--- config.mk ---
export PLATFORM = sky130hd
export DESIGN_NAME = envelope_vca
export DESIGN_NICKNAME = d
export VERILOG_FILES = /design/src/rtl/envelope_vca.sv
export SDC_FILE = /design/constraint.sdc
export NUM_CORES = 1
export LEC_CHECK = 0
export CAP_MARGIN = 20
export CORE_MARGIN = 1
export CORE_UTILIZATION = 60
export DETAILED_ROUTE_END_ITERATION = 8
export PLACE_DENSITY = 0.83
export SLEW_MARGIN = 25
export SYNTH_ARGS = -nofsm -noshare
export SYNTH_HDL_FRONTEND = slang
export SYNTH_SLANG_ARGS = --single-unit
--- constraint.sdc ---
create_clock -name clk -period 7.4 [get_ports clk]
set_clock_uncertainty 0.1 [all_clocks]
set_input_delay 1.48 -clock clk [delete_from_list [all_inputs] [get_ports clk]]
set_output_delay 1.48 -clock clk [all_outputs]
set_load 0.03 [all_outputs]
--- src/rtl/envelope_vca.sv ---
// envelope_vca: ADSR envelope generator driving an 8-bit VCA
// on the offset-binary audio stream from the waveform mixer.
module envelope_vca #(
  parameter int PRESCALE = 1024
) (
  input  logic       clk,
  input  logic       rst_n,
  input  logic       gate,
  input  logic [7:0] attack_rate,
  input  logic [7:0] decay_rate,
  input  logic [7:0] sustain_level,
  input  logic [7:0] release_rate,
  input  logic [7:0] audio_in,
  output logic [7:0] audio_out,
  output logic [7:0] envelope_out,
  output logic [2:0] state_out,
  output logic       busy
);

  localparam int PW = (PRESCALE > 1) ? $clog2(PRESCALE) : 1;
  localparam logic [PW-1:0] PMAX = PW'(PRESCALE - 1);

  typedef enum logic [2:0] {
    IDLE    = 3'd0,
    ATTACK  = 3'd1,
    DECAY   = 3'd2,
    SUSTAIN = 3'd3,
    RELEASE = 3'd4
  } state_e;

  state_e        state_q;
  logic [15:0]   env_q;
  logic [PW-1:0] pre_q;
  logic [7:0]    audio_q;
  logic          tick;

  logic [16:0] step_a, step_d, step_r;
  logic [16:0] env_x, sus_t, att_sum, dec_lim;

  function automatic logic [16:0] step(input logic [7:0] rate);
    return ({9'b0, rate} << 4) + 17'd16;
  endfunction

  assign tick    = (pre_q == PMAX);
  assign step_a  = step(attack_rate);
  assign step_d  = step(decay_rate);
  assign step_r  = step(release_rate);
  assign env_x   = {1'b0, env_q};
  assign sus_t   = {1'b0, sustain_level, 8'h00};
  assign att_sum = env_x + step_a;
  assign dec_lim = sus_t + step_d;

  // free-running tick prescaler
  always_ff @(posedge clk or negedge rst_n) begin
    if (!rst_n) begin
      pre_q <= '0;
    end else begin
      pre_q <= tick ? '0 : pre_q + 1'b1;
    end
  end

  // ADSR sequencer: gate edges win over tick stepping
  always_ff @(posedge clk or negedge rst_n) begin
    if (!rst_n) begin
      state_q <= IDLE;
      env_q   <= '0;
    end else begin
      case (state_q)
        IDLE: begin
          if (gate) state_q <= ATTACK;
        end
        ATTACK: begin
          if (!gate) begin
            state_q <= RELEASE;
          end else if (tick) begin
            if (att_sum >= 17'h0FFFF) begin
              env_q   <= 16'hFFFF;
              state_q <= DECAY;
            end else begin
              env_q <= att_sum[15:0];
            end
          end
        end
        DECAY: begin
          if (!gate) begin
            state_q <= RELEASE;
          end else if (tick) begin
            if (env_x <= dec_lim) begin
              env_q   <= sus_t[15:0];
              state_q <= SUSTAIN;
            end else begin
              env_q <= env_q - step_d[15:0];
            end
          end
        end
        SUSTAIN: begin
          if (!gate) begin
            state_q <= RELEASE;
          end else if (tick) begin
            env_q <= sus_t[15:0];
          end
        end
        RELEASE: begin
          if (gate) begin
            state_q <= ATTACK;
          end else if (tick) begin
            if (env_x <= step_r) begin
              env_q   <= '0;
              state_q <= IDLE;
            end else begin
              env_q <= env_q - step_r[15:0];
            end
          end
        end
        default: begin
          state_q <= IDLE;
          env_q   <= '0;
        end
      endcase
    end
  end

  logic signed [8:0]  s_w;
  logic signed [17:0] s_ext, e_ext, p_w, r_w;
  logic [7:0]         audio_d;

  assign s_w   = $signed({1'b0, audio_in}) - 9'sd128;
  assign s_ext = {{9{s_w[8]}}, s_w};
  assign e_ext = {10'b0, env_q[15:8]};
  assign p_w   = s_ext * e_ext;
  assign r_w   = (p_w >>> 8) + 18'sd128;

  // clamp the recentred product into the 8-bit sample range
  always_comb begin
    audio_d = r_w[7:0];
    if (r_w < 0) begin
      audio_d = 8'h00;
    end else if (r_w > 18'sd255) begin
      audio_d = 8'hFF;
    end
  end

  // register the VCA result using the pre-edge envelope
  always_ff @(posedge clk or negedge rst_n) begin
    if (!rst_n) begin
      audio_q <= 8'h80;
    end else begin
      audio_q <= audio_d;
    end
  end

  assign audio_out    = audio_q;
  assign envelope_out = env_q[15:8];
  assign state_out    = state_q;
  assign busy         = (state_q != IDLE);

endmodule

==> images/ff_map.png <==
Scale bar: 20 um. Other sequential cells in the stronger gray, the rest of the logic in the fainter gray.
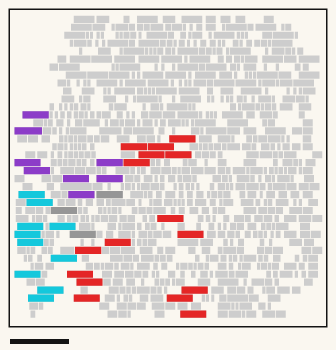
| color | signal | flops |
|---|---|---|
| cyan | pre_q | 10 |
| red | env_q | 16 |
| purple | audio_out | 8 |
post-layout util: 0.6915
Seq area share: 0.1232
register area: 927.1 um^2

==> images/class_map.png <==
Scale bar: 20 um.
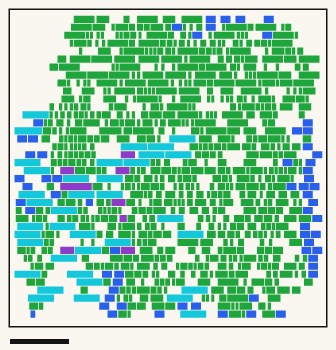
| color | class | cells | share of their area |
|---|---|---|---|
| purple | clock drivers and dummy loads | 8 | 1.6% |
| cyan | registers | 37 | 13% |
| green | remaining logic cells | 751 | 77% |
| blue | remaining buffers and delay cells | 63 | 8.5% |

==> results.toml <==
# yosys + openroad results
[outcome]
status = "finished, final reports clean"

[logic_synthesis]
ys_sh_mux = 0.007996
syn-num-nets = 994
ys_area_mm2 = 0.006729
synth-seq-cells = 37
topCellsByArea = "fa_1, ha_1, dfrtp_1"
edf_count = 0
netlist_top_cells_count = "inv_1, ha_1, nand2_1"
ys.flop_type = "dfrtp_1"
top_area_frac = 0.1755
synth_warnings = 0
synth.avg_cell_area_um2 = 8.297
yosys.area_share.adder = 0.3261
ys_seq_frac = 0.1378

[grt]
antenna_found_initial = 0
grtUsageMet2 = 0.5220
groute.usage.overall = 0.3007
met3_usage = 0.04903

[sta]
relSlewSlack = 0.4294
setup_tns_ns = 0
setup_viol = 0
max_freq_mhz = 143.4
slew_viol_final = 0
grt_setup_unrepaired = "false"
whs_ns = 0.3681
hold_viol = 0

[clock_network]
cts_resized = 0
cts_buffers = 5
cts_max_level = 2
tritoncts = "built"
ctsHoldBuffers = 0
cts.sinks = 37
cts-root-buf = "clkbuf_8"

[cells_and_area]
largest_register_ffs = 16
instances_no_fill = 999
clkbuf_count = 6
drive_gt1_frac = 0.03143
final_area_mm2 = 0.007528
nNonClkBuffers = 63
fillers = 885
largest_register = "env_q"
synthToLayoutAreaGrowth_pct = 11.88
nonClkBufAreaFrac = 0.08277
nets = 1041
mi_logic_area_mm2 = 0.005244
insertedDiodeCount = 0
flop-count = 37

[route]
dr_total_vias = 6089
drt_pre_antenna_iters = 5
highest_layer = "met4"
dr_wl_met2_um = 8013
postRouteAntennaNets = 0
m1WireLength_um = 7082
drt_iter0_drc = 492
dr_wl_met3_um = 1309
drc = 0
routed_wl_um = 16790

[hold_path]
hold_path_depth = 1
hp-class = "register to register"
worstHoldEndpoint = "pre_q[4]"

[worst_setup_path]
slowest_stage = "clkdlybuf4s50_1"
crit_path_end = "audio_out[5]"
crit_fanout = 8
cp_num_cells = 20
timing.rr.start = "env_q[8]"
end_kind = "register"
path_class = "input pin to register"
critPathMaxStageDelay_ns = 0.59
r2r_cells = 19
r2r_slack_ns = 1.50

[power_and_ir_drop]
p_comb_uw = 236
netSwitchingPower_uw = 236.2
peakVddDrop_mv = 0.1378
p_sw_frac = 0.3640
seqPwrFrac = 0.353
powerDensity_mw_per_mm2 = 86.20
p_leak_uw = 0.003595
clock_power_uw = 184

[placed_design]
hpwl_um = 13410
place_ws_ns = 0.1824
numPlacedInstances = 991
port_buffers = 62
gp_congestion = 1.014
placed_area_mm2 = 0.007402

[die]
rows = 38
fp-utilization = 0.6180
dieArea_mm2 = 0.01164
nWellTaps = 140
dieHeight_um = 107.9

[run]
drv_cap = 0
==> images/sizing.png <==
Scale bar: 20 um.
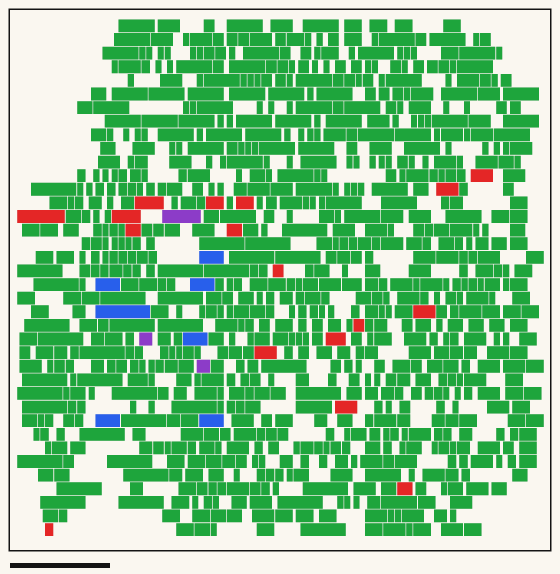
| color | size | cells |
|---|---|---|
| green | x1 and smaller | 832 |
| blue | x6 and larger | 7 |
| red | x2 | 17 |
| purple | x3 and x4 | 3 |

